===== src/rtl/tracking_state_pkg.sv =====
`default_nettype none
// tracking_state_pkg: state-buffer address map and field layout shared by dump and load paths.
// Rev 1.0
package tracking_state_pkg;

  localparam logic [4:0] STATE_ADDR_PRN_STATE     = 5'd6;
  localparam logic [4:0] STATE_ADDR_PRN_COUNT     = 5'd7;
  localparam logic [4:0] STATE_ADDR_CARRIER_PHASE = 5'd8;
  localparam logic [4:0] STATE_ADDR_CARRIER_COUNT = 5'd9;
  localparam logic [4:0] STATE_ADDR_CODE_PHASE    = 5'd10;
  localparam logic [4:0] STATE_ADDR_CODE_COUNTS   = 5'd11;
  localparam logic [4:0] STATE_ADDR_COR_STATE     = 5'd12;
  localparam logic [4:0] STATE_ADDR_DECODE_DATA   = 5'd13;
  localparam logic [4:0] STATE_ADDR_PRN2_STATE    = 5'd15;
  localparam logic [4:0] STATE_ADDR_IQ_ACC        = 5'd16;

  localparam int STATE_WORD_COUNT        = 10;
  localparam int STATE_WORD_COUNT_NO_ACC = 9;

  // cor_state word layout
  localparam int COR_STATE_ENABLE_BIT       = 0;
  localparam int COR_STATE_CARRIER_LOCK_BIT = 1;
  localparam int COR_STATE_CODE_LOCK_BIT    = 2;
  localparam int COR_STATE_MS_COUNT_LSB     = 8;
  localparam int COR_STATE_MS_COUNT_MSB     = 12;

  typedef enum logic [1:0] {
    ST_IDLE  = 2'd0,
    ST_REQ   = 2'd1,
    ST_DRAIN = 2'd2,
    ST_DONE  = 2'd3
  } load_fsm_e;

  // Word index -> state address; address 14 is skipped.
  function automatic logic [4:0] state_word_addr(input logic [3:0] idx);
    logic [4:0] a;
    case (idx)
      4'd0:    a = STATE_ADDR_PRN_STATE;
      4'd1:    a = STATE_ADDR_PRN_COUNT;
      4'd2:    a = STATE_ADDR_CARRIER_PHASE;
      4'd3:    a = STATE_ADDR_CARRIER_COUNT;
      4'd4:    a = STATE_ADDR_CODE_PHASE;
      4'd5:    a = STATE_ADDR_CODE_COUNTS;
      4'd6:    a = STATE_ADDR_COR_STATE;
      4'd7:    a = STATE_ADDR_DECODE_DATA;
      4'd8:    a = STATE_ADDR_PRN2_STATE;
      default: a = STATE_ADDR_IQ_ACC;
    endcase
    return a;
  endfunction

endpackage
`default_nettype wire


===== src/rtl/state_load_pipe.sv =====
`default_nettype none
// state_load_pipe: RD_LATENCY-deep {valid, addr} tag delay line aligned with state-buffer read data.
// Rev 1.0
module state_load_pipe #(
  parameter int RD_LATENCY = 1
) (
  input  logic       clk,
  input  logic       rst_b,
  input  logic       flush_i,
  input  logic       in_valid_i,
  input  logic [4:0] in_addr_i,
  output logic       out_valid_o,
  output logic [4:0] out_addr_o,
  output logic       empty_o
);

  logic [RD_LATENCY-1:0]      vld_q;
  logic [RD_LATENCY-1:0][4:0] addr_q;

  // A flush drops every tag in flight, including one offered this cycle.
  always_ff @(posedge clk or negedge rst_b) begin
    if (!rst_b) begin
      vld_q  <= '0;
      addr_q <= '0;
    end else if (flush_i) begin
      vld_q  <= '0;
    end else begin
      vld_q[0]  <= in_valid_i;
      addr_q[0] <= in_addr_i;
      for (int i = 1; i < RD_LATENCY; i++) begin
        vld_q[i]  <= vld_q[i-1];
        addr_q[i] <= addr_q[i-1];
      end
    end
  end

  assign out_valid_o = vld_q[RD_LATENCY-1];
  assign out_addr_o  = addr_q[RD_LATENCY-1];
  assign empty_o     = ~|vld_q;

endmodule
`default_nettype wire


===== src/rtl/load_state.sv =====
`default_nettype none
// load_state: restores one logical channel's saved state words into a physical correlator channel.
// Rev 1.0
module load_state
  import tracking_state_pkg::*;
#(
  parameter int RD_LATENCY = 1,
  parameter bit LOAD_ACC   = 1'b1
) (
  input  logic        clk,
  input  logic        rst_b,
  input  logic        load_start,
  input  logic        load_abort,
  input  logic [1:0]  physical_channel_index,
  output logic        load_busy,
  output logic        load_done,
  output logic        state_rd,
  output logic [4:0]  state_addr,
  input  logic        state_rd_gnt,
  input  logic [31:0] state_d4rd,
  output logic [3:0]  load_en,
  output logic [4:0]  load_addr,
  output logic [31:0] load_data
);

  localparam logic [3:0] LAST_IDX = LOAD_ACC ? 4'(STATE_WORD_COUNT - 1)
                                             : 4'(STATE_WORD_COUNT_NO_ACC - 1);

  load_fsm_e   state_q, state_d;
  logic [3:0]  idx_q, idx_d;
  logic [1:0]  chan_q, chan_d;
  logic [3:0]  load_en_q, load_en_d;
  logic [4:0]  load_addr_q, load_addr_d;
  logic [31:0] load_data_q, load_data_d;

  logic       w_grant;
  logic       w_abort;
  logic       w_tag_valid;
  logic [4:0] w_tag_addr;
  logic       w_pipe_empty;

  assign w_grant = state_rd & state_rd_gnt;
  assign w_abort = load_abort & (state_q != ST_IDLE);

  state_load_pipe #(
    .RD_LATENCY (RD_LATENCY)
  ) u_pipe (
    .clk         (clk),
    .rst_b       (rst_b),
    .flush_i     (w_abort),
    .in_valid_i  (w_grant),
    .in_addr_i   (state_addr),
    .out_valid_o (w_tag_valid),
    .out_addr_o  (w_tag_addr),
    .empty_o     (w_pipe_empty)
  );

  always_ff @(posedge clk or negedge rst_b) begin
    if (!rst_b) begin
      state_q     <= ST_IDLE;
      idx_q       <= '0;
      chan_q      <= '0;
      load_en_q   <= '0;
      load_addr_q <= '0;
      load_data_q <= '0;
    end else begin
      state_q     <= state_d;
      idx_q       <= idx_d;
      chan_q      <= chan_d;
      load_en_q   <= load_en_d;
      load_addr_q <= load_addr_d;
      load_data_q <= load_data_d;
    end
  end

  always_comb begin
    state_d = state_q;
    idx_d   = idx_q;
    chan_d  = chan_q;
    case (state_q)
      ST_IDLE: begin
        if (load_start) begin
          state_d = ST_REQ;
          idx_d   = '0;
          chan_d  = physical_channel_index;
        end
      end
      ST_REQ: begin
        if (state_rd_gnt) begin
          if (idx_q == LAST_IDX) state_d = ST_DRAIN;
          else                   idx_d   = idx_q + 4'd1;
        end
      end
      // Empty pipe means the last tag has already been turned into a load.
      ST_DRAIN: if (w_pipe_empty) state_d = ST_DONE;
      ST_DONE:  state_d = ST_IDLE;
      default:  state_d = ST_IDLE;
    endcase
    if (w_abort) state_d = ST_IDLE;
  end

  always_comb begin
    load_busy  = 1'b0;
    load_done  = 1'b0;
    state_rd   = 1'b0;
    state_addr = '0;
    case (state_q)
      ST_REQ: begin
        load_busy  = 1'b1;
        state_rd   = 1'b1;
        state_addr = state_word_addr(idx_q);
      end
      ST_DRAIN: load_busy = 1'b1;
      ST_DONE:  load_done = 1'b1;
      default:  ;
    endcase
  end

  always_comb begin
    load_en_d   = '0;
    load_addr_d = load_addr_q;
    load_data_d = load_data_q;
    if (w_tag_valid && !w_abort) begin
      load_en_d   = 4'b0001 << chan_q;
      load_addr_d = w_tag_addr;
      load_data_d = state_d4rd;
    end
  end

  assign load_en   = load_en_q;
  assign load_addr = load_addr_q;
  assign load_data = load_data_q;

endmodule
`default_nettype wire


===== config.mk =====
export PLATFORM = sky130hd
export DESIGN_NAME = load_state
export DESIGN_NICKNAME = d
export VERILOG_FILES = /design/src/rtl/tracking_state_pkg.sv /design/src/rtl/state_load_pipe.sv /design/src/rtl/load_state.sv
export SDC_FILE = /design/constraint.sdc
export NUM_CORES = 1
export LEC_CHECK = 0
export ABC_AREA = 1
export CORE_MARGIN = 2
export CORE_UTILIZATION = 35
export CTS_BUF_LIST = sky130_fd_sc_hd__clkbuf_2 sky130_fd_sc_hd__clkbuf_4 sky130_fd_sc_hd__clkbuf_8
export DETAILED_ROUTE_END_ITERATION = 10
export MAX_ROUTING_LAYER = met4
export PLACE_DENSITY = 0.67
export REMOVE_ABC_BUFFERS = 1
export SLEW_MARGIN = 5
export SYNTH_ARGS = -nofsm -noshare
export SYNTH_HDL_FRONTEND = slang
export SYNTH_HIERARCHICAL = 1
export SYNTH_SLANG_ARGS = --single-unit

===== constraint.sdc =====
create_clock -name clk -period 2.51 [get_ports clk]
set_clock_uncertainty 0.15 [all_clocks]
set_input_delay 0.251 -clock clk [delete_from_list [all_inputs] [get_ports clk]]
set_output_delay 0.251 -clock clk [all_outputs]
set_load 0.005 [all_outputs]

Figure 1. Clock wires, drivers and flops.
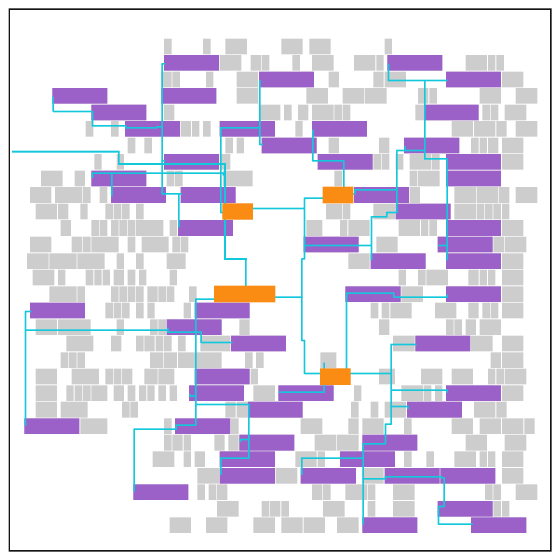
legend:
  flip-flops:
    colour: purple
    count: 55
  cells driving clock nets:
    colour: orange
    count: 5
  clock wires:
    colour: cyan
    length: 631 um
routed clock nets: 6
flops lie: widely spread

Figure 2. Cells by drive strength.
Bar = 20 um.
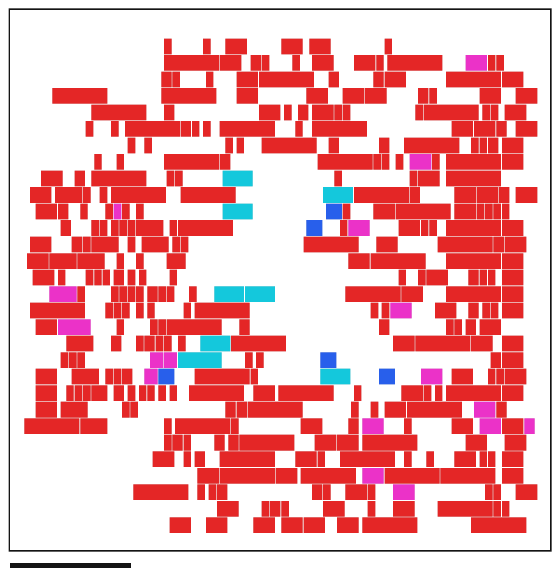
legend:
  drive 3 to 4:
    colour: blue
    cells: 5
    most_used: buf_4
  drive 1 or less:
    colour: red
    cells: 346
    most_used: nand2_1
  drive 2:
    colour: magenta
    cells: 17
    most_used: nand3_2
  drive 6 and up:
    colour: cyan
    cells: 8
    most_used: clkbuf_8

Figure 3. Sequential cells grouped by signal name.
Bar = 20 um. Other sequential cells in the stronger grey, the rest of the logic in the fainter grey.
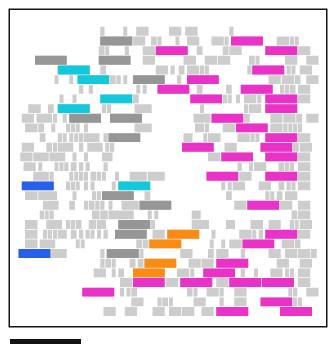
legend:
  load_data:
    colour: magenta
    flops: 32
  state_q:
    colour: blue
    flops: 2
  load_en:
    colour: orange
    flops: 4
    where: bottom centre
  u_pipe/out_addr_o:
    colour: cyan
    flops: 5
not coloured: 12

Figure 4. Clock wiring as the flow saved it.
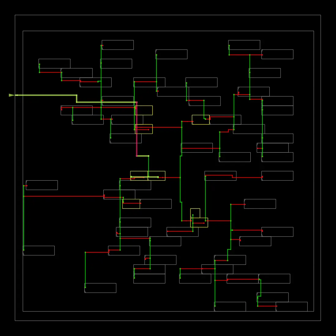
tally of clock buffers in the finished layout: 8
insertion delay at the late pin of the worst-skew pair: 0.29 ns
sequential cell count of the final layout: 55
power dissipated in the clock network: 528 uW

==> out/metrics.csv <==
metric,value,unit
first_pass_iters,4,
rr_endpoint,load_data[9],
timing_max_transition_violations_final,0,
tritoncts_sinks,55,
timing.reg2reg.setup_slack,0.66,ns
synth.cellmix.xorXnorShare,0.347,%
met3RoutedLength,360,um
finalHoldWorstSlack,0.317,ns
hold_path_end,load_en[0],
run_status,finished clean,
post-layout-total-power,3680,uW
cp.required,2.11,ns
pwr_density_cell,1020,nW/um^2
placed_area,3470,um^2
fp_util,36.6,%
final_design_area_no_fill,3590,um^2
cts_tree,built,
antenna-diode-count,0,
synth.yosys.warnings,6,
tightest_slew,0.799,ns
num_io_pins,88,
holdCritPathClass,flip-flop to flip-flop,
cp_num_cells,7,
prevailing_post_synth_register_cell,sky130_fd_sc_hd__dfrtp_1,
die_w,89.0,um
setup_repair_after_global_routing_missed_its_margin,yes,
top_cells_by_area,"sky130_fd_sc_hd__dfrtp_1 (54%), sky130_fd_sc_hd__nand2_1 (18%), sky130_fd_sc_hd__nand3_1 (6.5%)",
period_used_share,94.4,%
syn_avg_cell_area,8.77,um^2
largest_stage_delay_on_the_critical_path,0.54,ns
drt-initial-drc-count,50,
wl_per_cell,12.5,um
grt_remaining_overflow,0,
finalWorstSetupSlack,0.141,ns
count_of_flip_flops_with_a_built_in_enable_after_synthesis,0,
final_antenna_net_count,0,
netlist_instances,288,
grt_max_degree,42,
timing.max_cap.violations,0,
routed-via-count,2139,
ff2ff_path_depth,6,
grt_util_met1,18.8,%
floorplan.die_area,7910,um^2
prevailing_logic_family_in_the_synthesized_netlist,simple AND/OR/NAND/NOR gates,
crit_path_cell_trace,"inv_1, ha_1, nand2_1, nand2_1, nand2_1, a21oi_1, clkdlybuf4s50_1",
synth-adder-area-share,5.45,%
top_cell_area_share,54.5,%
finish.cell_count_without_fillers,472,
worst_setup_path_startpoint,idx_q[0],
cp-start-kind,flip-flop,
synthDistinctLibCells,19,
worstSetupEndpoint,state_addr[2],
grt_first_pass_wirelength,9630,um
drt-total-wl,5900,um
period_needed,2.37,ns
min_from,chan_q[1],
crit_path_max_fanout,5,
critical_path.reg2reg.startpoint,state_q[0],
leakage_power_total,0.00180,uW
met2_wl_post_dr,2790,um
dp.cells,463,
place_ws,0.343,ns
layout make-up:
type / count / area (um^2)
fill: 684 / 3310
sequential: 55 / 1380
multi-input combinational: 200 / 991
timing repair buffer: 93 / 926
tap: 96 / 120
clock buffer: 8 / 104
inverter: 20 / 75.1
flip-flops by register name, summed over array words and instances (netlist names):
name                flops
idx_q                   4
chan_q                  2
load_addr               5
u_pipe/out_valid_o      1
u_pipe/out_addr_o       5
load_en                 4
load_data              32
state_q                 2
timing repair:
item	4_1_cts	5_1_grt
hold buffers	1	0
gates resized	1	1
endpoints found under the hold margin	33	0
setup endpoints to repair	1	3
buffers inserted	0	0
report_power, final:
part | switching, uW | internal [uW] | leakage (uW)
sequential | 207 | 1230 | 0.000708
combinational | 820 | 895 | 0.00104
clock | 265 | 263 | 0.0000549
Power is estimated from default activity; no workload was simulated.
